**M2 wires**

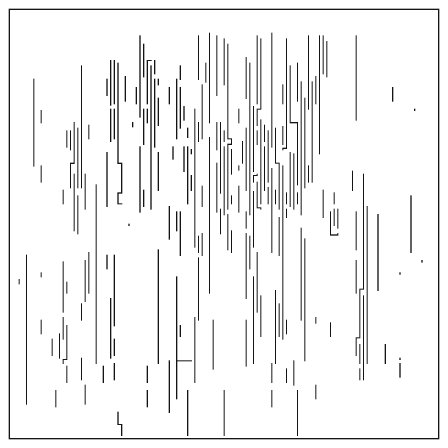
**Signal wires on met1**

Supply wires on this layer in grey.
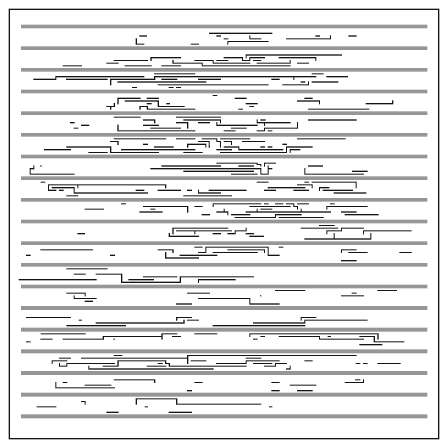
**The metal 3 layer**

Scale bar: 20 µm. Cells faint in the background.
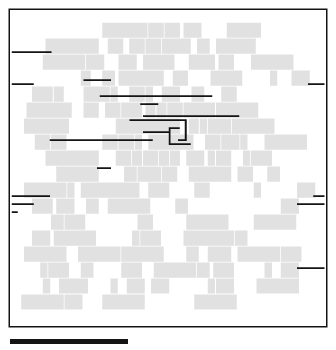
<file path="config.mk">
export PLATFORM = sky130hd
export DESIGN_NAME = serial_to_parallel_com_align
export DESIGN_NICKNAME = d
export VERILOG_FILES = /design/src/rtl/serial_to_parallel_com_align_pkg.sv /design/src/rtl/serial_to_parallel_com_align_s2p_shift_counter.sv /design/src/rtl/serial_to_parallel_com_align.sv
export SDC_FILE = /design/constraint.sdc
export NUM_CORES = 1
export LEC_CHECK = 0
export CORE_UTILIZATION = 41
export DETAILED_ROUTE_END_ITERATION = 12
export GPL_TIMING_DRIVEN = 1
export REMOVE_ABC_BUFFERS = 1
export SLEW_MARGIN = 15
export SYNTH_ARGS = -nofsm -noshare
export SYNTH_HDL_FRONTEND = slang
export SYNTH_SLANG_ARGS = --single-unit
</file>
<file path="constraint.sdc">
create_clock -name clk -period 1.3 [get_ports clk]
set_input_delay 0.195 -clock clk [delete_from_list [all_inputs] [get_ports clk]]
set_output_delay 0.195 -clock clk [all_outputs]
set_load 0.02 [all_outputs]
</file>
<file path="src/rtl/serial_to_parallel_com_align_pkg.sv">
// Shared definitions for the serial-to-parallel COM aligner.
//   ByteW   : deserialised byte width
//   ComChar : default alignment / idle symbol (K28.5-style COM)
//   state_e : aligner FSM state encoding
package serial_to_parallel_com_align_pkg;

  localparam int unsigned ByteW = 8;

  localparam logic [ByteW-1:0] ComChar = 8'hBC;

  typedef enum logic [1:0] {
    StAlign  = 2'd0,
    StLock   = 2'd1,
    StActive = 2'd2
  } state_e;

endpackage

</file>
<file path="src/rtl/serial_to_parallel_com_align_s2p_shift_counter.sv">
// Serial shift register plus 3-bit bit counter.
//   clk       : bit clock
//   reset     : synchronous active-high reset (clears shift register and counter)
//   clr_i     : synchronous clear of the bit counter (used while searching)
//   data_i    : serial input, MSB first
//   nxt_o     : byte completed on the current edge ({sr[6:0], data_i})
//   bit_cnt_o : current bit position; 7 marks a byte boundary
module s2p_shift_counter
  import serial_to_parallel_com_align_pkg::*;
(
  input  logic             clk,
  input  logic             reset,
  input  logic             clr_i,
  input  logic             data_i,
  output logic [ByteW-1:0] nxt_o,
  output logic [2:0]       bit_cnt_o
);

  logic [ByteW-1:0] sr_q, sr_d;
  logic [2:0]       bit_cnt_q, bit_cnt_d;

  assign sr_d      = {sr_q[ByteW-2:0], data_i};
  assign bit_cnt_d = clr_i ? 3'd0 : bit_cnt_q + 3'd1;

  assign nxt_o     = sr_d;
  assign bit_cnt_o = bit_cnt_q;

  always_ff @(posedge clk) begin
    if (reset) begin
      sr_q      <= '0;
      bit_cnt_q <= 3'd0;
    end else begin
      sr_q      <= sr_d;
      bit_cnt_q <= bit_cnt_d;
    end
  end

endmodule

</file>
<file path="src/rtl/serial_to_parallel_com_align.sv">
// Serial-to-parallel receive front end with COM-symbol byte alignment.
// Searches every bit position for COM_CHAR, then requires LOCK_COUNT consecutive
// boundary-aligned COMs before declaring the link active and emitting bytes.
//   clk       : bit clock, one serial bit per rising edge
//   reset     : synchronous active-high reset
//   data_in   : serial data, MSB first
//   data_out  : last deserialised byte in ACTIVE, held 8 cycles
//   valid_out : 1 when data_out is a non-COM data byte
//   active    : 1 once the link is aligned (sticky until reset)
module serial_to_parallel_com_align
  import serial_to_parallel_com_align_pkg::*;
#(
  parameter logic [ByteW-1:0] COM_CHAR   = ComChar,
  parameter int unsigned      LOCK_COUNT = 4
) (
  input  logic             clk,
  input  logic             reset,
  input  logic             data_in,
  output logic [ByteW-1:0] data_out,
  output logic             valid_out,
  output logic             active
);

  localparam logic [3:0] LockCnt = 4'(LOCK_COUNT);

  state_e           state_q;
  logic [3:0]       com_cnt_q;
  logic [3:0]       com_cnt_inc;
  logic [ByteW-1:0] data_q;
  logic             valid_q;
  logic             active_q;

  logic [ByteW-1:0] nxt;
  logic [2:0]       bit_cnt;
  logic             boundary;
  logic             is_com;
  logic             cnt_clr;

  // Holding the counter at 0 throughout the search makes it 0 on the exit edge,
  // so the next boundary lands exactly 8 bits after the matching COM.
  assign cnt_clr = (state_q == StAlign);

  s2p_shift_counter u_shift_counter (
    .clk       (clk),
    .reset     (reset),
    .clr_i     (cnt_clr),
    .data_i    (data_in),
    .nxt_o     (nxt),
    .bit_cnt_o (bit_cnt)
  );

  assign boundary    = (bit_cnt == 3'd7);
  assign is_com      = (nxt == COM_CHAR);
  assign com_cnt_inc = com_cnt_q + 4'd1;

  always_ff @(posedge clk) begin
    if (reset) begin
      state_q   <= StAlign;
      com_cnt_q <= 4'd0;
      data_q    <= '0;
      valid_q   <= 1'b0;
      active_q  <= 1'b0;
    end else begin
      unique case (state_q)
        StAlign: begin
          // Sliding search: any bit position may match.
          if (is_com) begin
            com_cnt_q <= 4'd1;
            if (LOCK_COUNT == 1) begin
              state_q  <= StActive;
              active_q <= 1'b1;
            end else begin
              state_q <= StLock;
            end
          end
        end
        StLock: begin
          if (boundary) begin
            if (is_com) begin
              com_cnt_q <= com_cnt_inc;
              if (com_cnt_inc == LockCnt) begin
                state_q  <= StActive;
                active_q <= 1'b1;
              end
            end else begin
              // Misaligned or broken COM run; search restarts on the next edge.
              com_cnt_q <= 4'd0;
              state_q   <= StAlign;
            end
          end
        end
        StActive: begin
          if (boundary) begin
            data_q  <= nxt;
            valid_q <= ~is_com;
          end
        end
        default: begin
          state_q <= StAlign;
        end
      endcase
    end
  end

  assign data_out  = data_q;
  assign valid_out = valid_q;
  assign active    = active_q;

endmodule

</file>
==> summary.txt <==
CTS sink count - 26
ANT cells - 0
average wire per standard cell - 14.54 µm
total clock buffers created by CTS - 3
first-pass GRT wire length - 3505 µm
Hold Path Cell Cnt - 1
instance area after placement - 1339 µm²
fraction of power spent switching nets - 19.72%
total internal power - 1131 µW
Slew HR - 76.89%
Net count, final - 138
post-CTS sizing - 19
Gate power share - 2.5%
average instance area after synthesis - 10.56 µm²
Syn. warnings - 0
DRT met1 WL - 1067 µm
worst path required time - 1.54 ns
total iterations of the first detailed-routing run - 4
IO Port Bufs - 12
DRC violation count after routing - 0
critical path depth - 5
timing-limited maximum frequency - 0.7217 GHz
clock-net power - 566 µW
cell with the biggest individual delay on the critical path - sky130_fd_sc_hd__dfxtp_2
pin count of the biggest net entering global routing - 20
vias in the first global route - 788
endpoint class of the critical path - flip-flop
number of failing setup endpoints in the final timing report - 13
Crit path max-delay family - AND-OR/OR-AND gates
sequential cell area fraction in the yosys report - 47.38%
Placer Congestion - 0.8187
result of the run - complete, but fails checks
uppermost layer routed - met4
violations in the final reports - negative setup slack
cell count in the Yosys report - 104
detailed placement HPWL - 1441 µm
share of flip-flops with an asynchronous set or reset - 0%
type of the tightest min-delay check - flip-flop to flip-flop
Worst Path Buf+Inv - 1
Met2 Wirelength - 1109 µm
Crit Path Category - flip-flop to flip-flop
group with the largest share of power - sequential cells
count of pins on the block boundary - 13
total combinational power - 35.5 µW
fraction of power consumed by sequential logic - 57.3%
smallest hold slack - 0.4438 ns
number of cells on the worst reg-to-reg path - 5
power consumption - 1409 µW
destination of the critical timing path - state_q[0]
effective utilization at floorplan - 43.94%
post-layout utilization of the core - 58.71%
CTS tree - yes
Tightest Pin Transition - 0.3461 ns
final setup margin - -0.08563 ns
number of placed instances, taps included - 154
About 'M2 wires':
- main direction: vertical
- nets with wire on the layer: 124
GRT met2 Usage: 23.87%
overall routed net length: 2327 µm
number of vias in the routed layout: 871

About 'signal wires on met1':
- share of all routed wire: 46%
- main direction: horizontal
- nets with wire on the layer: 125
met1 Usage GRT: 24.05%

About 'the metal 3 layer':
- main direction: horizontal
- longest straight run: 18.9 µm
- share of all routed wire: 5.2%
- nets with wire on the layer: 15
GR Util met3: 3.107%

[layout make-up]
class                           instances  area [µm²]
Fill cell                             221        1032
Multi-Input combinational cell         70       611.8
Timing Repair Buffer                   27       227.7
Clock inverter                          1       30.03
Inverter                                3       11.26
Tap cell                               30       37.54
Clock buffer                            3       22.52
Sequential cell                        26       526.8
[logic make-up after synthesis]
group / after synthesis / share of synthesized area (%)
buf+inv: 8 / 3.530
simple gates: 39 / 23.58
fa+ha+maj: 4 / 4.556
flops: 26 / 47.38
xor+xnor: 1 / 0.7974
compound gates: 17 / 11.85
mux: 9 / 8.315
[state kept, by name, indices dropped and copies added (netlist names)]
name / cells
active: 1
com_cnt_q: 4
data_out: 8
state_q: 2
u_shift_counter.bit_cnt_o: 3
u_shift_counter.sr_q: 7
valid_out: 1
Power figures rest on the tool's default switching activity, not on a simulated workload.
